`config.mk`:
```
export PLATFORM = sky130hd
export DESIGN_NAME = downcount_progress
export DESIGN_NICKNAME = d
export VERILOG_FILES = /design/src/rtl/downcount_progress.sv
export SDC_FILE = /design/constraint.sdc
export NUM_CORES = 1
export LEC_CHECK = 0
export ABC_AREA = 1
export CORE_MARGIN = 1.5
export CORE_UTILIZATION = 35
export CTS_CLUSTER_DIAMETER = 80
export DETAILED_ROUTE_END_ITERATION = 8
export GPL_TIMING_DRIVEN = 1
export PLACE_DENSITY = 0.53
export SYNTH_ARGS = -nofsm -noshare
export SYNTH_HDL_FRONTEND = slang
export SYNTH_SLANG_ARGS = --single-unit
```
`constraint.sdc`:
```
create_clock -name secclk -period 3.9 [get_ports secclk]
set_input_delay 0.78 -clock secclk [delete_from_list [all_inputs] [get_ports secclk]]
set_output_delay 0.78 -clock secclk [all_outputs]
set_load 0.02 [all_outputs]
```
`src/rtl/downcount_progress.sv`:
```
// downcount_progress: countdown timer with a segmented progress bar.
// Counts SEGMENTS*difficulty seconds on secclk, one count per rising edge.
// Progress is ceil(remaining/d_lat) and is tracked with a sub-segment
// counter, so no divider is needed.
// The optional low-time warning is built only when DOWNCOUNT_WARN_EN is
// defined. Without it, warn is tied low.
//
// Ports:
//   secclk     in   one-second clock; all state changes on its rising edge
//   reset      in   synchronous active-high reset
//   start      in   load or restart the countdown
//   pause      in   holds the count while high
//   difficulty in   seconds per segment, latched on start (0 is treated as 1)
//   progress   out  number of lit bar segments, ceil(remaining/d_lat)
//   remaining  out  seconds left
//   running    out  high in the RUN state
//   done       out  high from expiry until the next start or reset
//   timeout    out  one-cycle pulse on expiry
//   warn       out  low-time warning
module downcount_progress #(
   parameter int unsigned SEGMENTS   = 10,
   parameter int unsigned DIFF_W     = 4,
   parameter int unsigned PROG_W     = 5,
   parameter int unsigned CNT_W      = 8,
   parameter int unsigned WARN_LEVEL = 3
) (
   input  logic              secclk,
   input  logic              reset,
   input  logic              start,
   input  logic              pause,
   input  logic [DIFF_W-1:0] difficulty,
   output logic [PROG_W-1:0] progress,
   output logic [CNT_W-1:0]  remaining,
   output logic              running,
   output logic              done,
   output logic              timeout,
   output logic              warn
);

   // Elaboration-time checks on the parameters.
   if (PROG_W < $clog2(SEGMENTS + 1)) begin : g_chk_prog
      $error("PROG_W too narrow for SEGMENTS");
   end
   if (CNT_W < $clog2(SEGMENTS * ((1 << DIFF_W) - 1) + 1)) begin : g_chk_cnt
      $error("CNT_W too narrow for SEGMENTS*(2^DIFF_W-1)");
   end
   if (WARN_LEVEL > SEGMENTS) begin : g_chk_warn
      $error("WARN_LEVEL exceeds SEGMENTS");
   end

   typedef enum logic [1:0] {StIdle, StRun, StPaused, StExpired} state_e;

   state_e              state_q, state_d;
   logic [CNT_W-1:0]    remaining_q, remaining_d;
   logic [PROG_W-1:0]   progress_q, progress_d;
   logic [DIFF_W-1:0]   dlat_q, dlat_d;
   logic [DIFF_W-1:0]   sub_q, sub_d;
   logic                running_q, running_d;
   logic                done_q, done_d;
   logic                timeout_q, timeout_d;

   always_comb begin
      state_d     = state_q;
      remaining_d = remaining_q;
      progress_d  = progress_q;
      dlat_d      = dlat_q;
      sub_d       = sub_q;
      running_d   = running_q;
      done_d      = done_q;
      timeout_d   = 1'b0;

      if (start) begin
         dlat_d      = (difficulty == '0) ? DIFF_W'(1) : difficulty;
         remaining_d = CNT_W'(SEGMENTS) * CNT_W'(dlat_d);
         progress_d  = PROG_W'(SEGMENTS);
         sub_d       = dlat_d;
         done_d      = 1'b0;
         state_d     = StRun;
         running_d   = 1'b1;
      end else begin
         unique case (state_q)
            StRun: begin
               if (pause) begin
                  state_d   = StPaused;
                  running_d = 1'b0;
               end else if (remaining_q != '0) begin
                  remaining_d = remaining_q - CNT_W'(1);
                  // sub counts the seconds left in the current segment.
                  if (sub_q == DIFF_W'(1)) begin
                     progress_d = progress_q - PROG_W'(1);
                     sub_d      = dlat_q;
                  end else begin
                     sub_d = sub_q - DIFF_W'(1);
                  end
                  if (remaining_q == CNT_W'(1)) begin
                     progress_d = '0;
                     state_d    = StExpired;
                     running_d  = 1'b0;
                     done_d     = 1'b1;
                     timeout_d  = 1'b1;
                  end
               end
            end
            StPaused: begin
               // The release edge only changes state; counting resumes one edge later.
               if (!pause) begin
                  state_d   = StRun;
                  running_d = 1'b1;
               end
            end
            default: ;  // IDLE and EXPIRED hold until start or reset
         endcase
      end
   end

   always_ff @(posedge secclk) begin
      if (reset) begin
         state_q     <= StIdle;
         remaining_q <= '0;
         progress_q  <= PROG_W'(SEGMENTS);
         dlat_q      <= DIFF_W'(1);
         sub_q       <= DIFF_W'(1);
         running_q   <= 1'b0;
         done_q      <= 1'b0;
         timeout_q   <= 1'b0;
      end else begin
         state_q     <= state_d;
         remaining_q <= remaining_d;
         progress_q  <= progress_d;
         dlat_q      <= dlat_d;
         sub_q       <= sub_d;
         running_q   <= running_d;
         done_q      <= done_d;
         timeout_q   <= timeout_d;
      end
   end

   assign progress  = progress_q;
   assign remaining = remaining_q;
   assign running   = running_q;
   assign done      = done_q;
   assign timeout   = timeout_q;

`ifdef DOWNCOUNT_WARN_EN
   logic warn_q, warn_d;

   // Computed from next-state values so warn moves on the same edge as progress.
   always_comb begin
      warn_d = ((state_d == StRun) || (state_d == StPaused)) &&
               (progress_d <= PROG_W'(WARN_LEVEL)) && (progress_d != '0);
      if (start) begin
         warn_d = 1'b0;
      end
   end

   always_ff @(posedge secclk) begin
      if (reset) begin
         warn_q <= 1'b0;
      end else begin
         warn_q <= warn_d;
      end
   end

   assign warn = warn_q;
`else
   assign warn = 1'b0;
`endif

endmodule

```
clk_routes.png
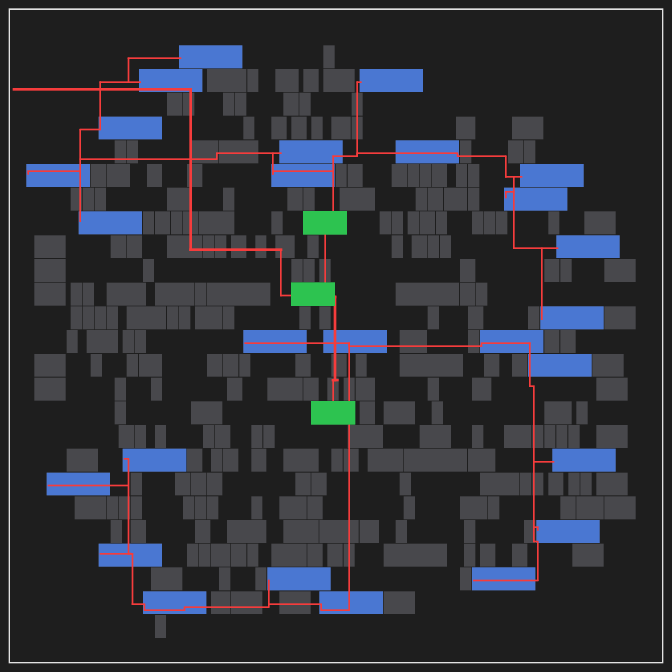
- red: clock wires (length 382 um)
- blue: flip-flops (count 26)
- green: clock drivers (count 3)
- flops lie: spread over the die
- routed clock nets: 4
clk_lat worst skew: 0.27 ns
Fin Clk Skew: 0.00452 ns
Clk pwr share: 0.234
Clock net power: 153 uW

io_placement.png
Pins as bars across the die edge, other pins in grey.
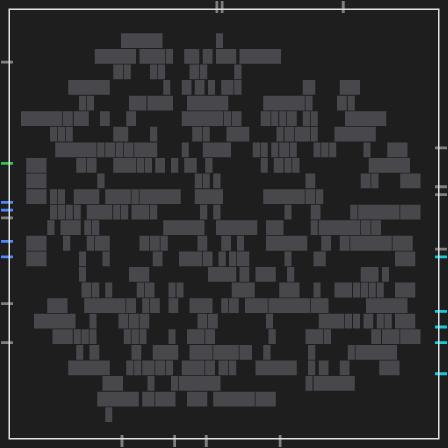
- blue: `difficulty` (pins 4; direction input; edge west)
- green: `start` (pins 1; direction input; edge west)
- cyan: `progress` (pins 5; direction output; edge east)
- all pins by edge: 9 west, 9 east, 4 south, 3 north

sizes.png
Scale bar: 20 um.
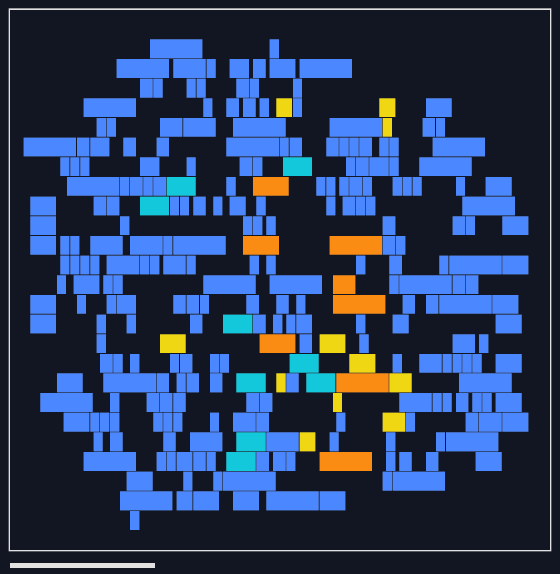
- cyan: _3 and _4 cells (cells 9; most used nand2_4)
- yellow: _2 cells (cells 11)
- blue: _0 and _1 cells (cells 248; most used nand2_1)
- orange: _6 and larger (cells 8; most used nor2_8)

==> results.sh <==
# yosys + openroad results
export IMPL_outcome="complete, no violations"
export IMPL_clk_path_buf_depth=2
export IMPL_synth_nets=275
export IMPL_cts_root_buf="clkbuf_8"
export IMPL_firstDrtPassIters=4
export IMPL_whs_ns=0.465
export IMPL_cts_sinks=26
export IMPL_via_per_inst=4.60
export IMPL_nets=295
export IMPL_diodes=0
export IMPL_dp_hpwl_um=3040
export IMPL_yosysSeqAreaShare=0.289
export IMPL_worst_path_largest_cell_delay_ns=0.71
export IMPL_htreeDepth=1
export IMPL_peakVddDrop_v=0.000120
export IMPL_numPortBuffers=23
export IMPL_path_class="input port to flip-flop"
export IMPL_worstPathArrival_ns=2.66
export IMPL_io_pins=25
export IMPL_fillers=514
export IMPL_antenna_found_initial=0
export IMPL_postSynthCellCount=258
export IMPL_slew_violations=0
export IMPL_drive_gt1_frac=0.101
export IMPL_cts_hold_buffers=0
export IMPL_crit_path_end_kind="flip-flop"
export IMPL_lay_top_cells="53 x nand2_1, 36 x inv_1, 35 x nand3_1"
export IMPL_grt_pass1_wl_um=6690
export IMPL_holdCritPathClass="flip-flop to flip-flop"
export IMPL_powerDensity_nw_per_um2=311
export IMPL_grt_pass1_vias=1450
export IMPL_final_period_utilization=0.638
export IMPL_grt_max_degree=23
export IMPL_highest_layer="met4"
export IMPL_drv_cap=0
export IMPL_drt_iter0_drc=47
export IMPL_ys_ff=26
export IMPL_clock_fmax_mhz=402
export IMPL_post_cts_setup_buffer_count=0
export IMPL_syn_area_um2=1800
export IMPL_synth_warning_count=0
export IMPL_rsz0062_at_grt="no"
export IMPL_timing_critical_path_required_ns=4.07
export IMPL_wl_met1_um=1960
export IMPL_drcViolationCount=0
placement_by_type.png
Scale bar: 20 um.
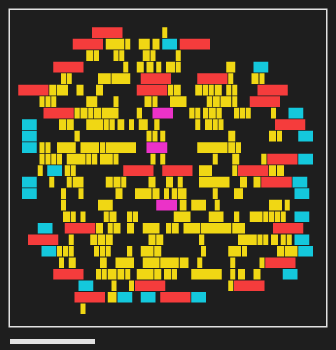
- yellow: combinational and other logic (cells 224; share of their area 61%)
- red: sequential cells (cells 26; share of their area 26%)
- cyan: remaining buffers and delay cells (cells 23; share of their area 11%)
- magenta: clock drivers (cells 3; share of their area 2.0%)

clocks.png
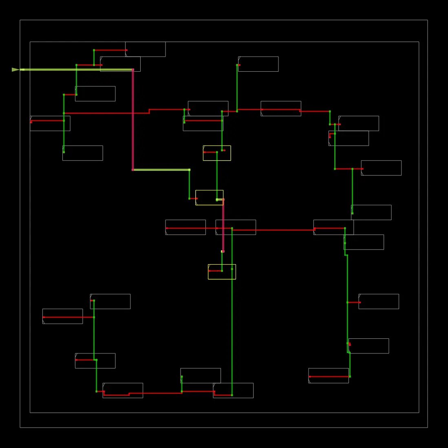
clkbuf count: 3
CTS Buf Count: 3

==> Yosys cell counts (all sizes together) <==
library cell / instances
a21oi: 12
buf: 3
clkbuf: 5
clkinv: 1
conb: 1
dfxtp: 26
fa: 1
ha: 8
inv: 40
nand2: 61
nand3: 38
nand3b: 1
nand4: 3
nor2: 34
nor3: 1
o211ai: 3
o21ai: 11
o21bai: 1
o22ai: 1
or2: 1
xnor2: 1
xor2: 5
==> tightest hold or removal path, delay by kind of cell, from the launching register on <==
kind | cells | cell delay (ns)
DFF | 1 | 0.34
AOI/OAI and AO/OA | 1 | 0.05
and+or+nand+nor | 1 | 0.05
==> through the flow <==
stage                     cell area [um^2]  setup WS (ns)  total power [mW]   util
after floorplan                       1800           1.77             0.457      -
after global placement                2070           1.18             0.511  0.427
after detailed placement              2070           1.13             0.511  0.427
after CTS                             2110           1.42             0.673  0.435
after global routing                  2110           1.16             0.706  0.435
final                                 2110           1.41             0.657  0.435
==> final timing paths <==
kind | cells after the start | endpoint | slack (ns) | start
max reg2reg | 10 | remaining[7] | 2.37 | remaining[0]
max | 9 | running | 1.41 | start
min reg2reg | 2 | done | 0.46 | done
min | 2 | done | 0.46 | done
==> report_power, final <==
part	switching (mW)	internal [mW]	total [mW]
Combinational	0.130	0.0757	0.206
Clock	0.0842	0.0692	0.153
Sequential	0.0158	0.282	0.297
Total	0.230	0.427	0.657
==> registers in the layout, indices dropped and copies added (netlist names) <==
name and cells:
state_q 2, done 1, dlat_q 4, progress 5, remaining 8, sub_q 4
timeout 1, running 1
==> cells by family after synthesis <==
| family | Yosys count | synth area share |
|---|---|---|
| fa+ha+maj | 9 | 0.0667 |
| other cells | 1 | 0.00208 |
| simple gates | 139 | 0.411 |
| xor+xnor | 6 | 0.0292 |
| flops | 26 | 0.289 |
| buf+inv | 49 | 0.114 |
| compound gates | 28 | 0.0883 |
==> metal layers <==
metal,global-route usage,up-vias
met1,0.207,694
met4,0.0364,0
met5,0,-
met2,0.266,26
met3,0.0201,4
li1,-,854
==> final cells by class <==
| cell class | instances | area share |
|---|---|---|
| sequential | 26 | 0.247 |
| tap | 67 | 0.0397 |
| timing repair buffer | 23 | 0.109 |
| multi-input combinational | 183 | 0.509 |
| clock buffer | 3 | 0.0196 |
| inverter | 41 | 0.0753 |
No activity file was given, so power comes from the tool's default toggle rates.
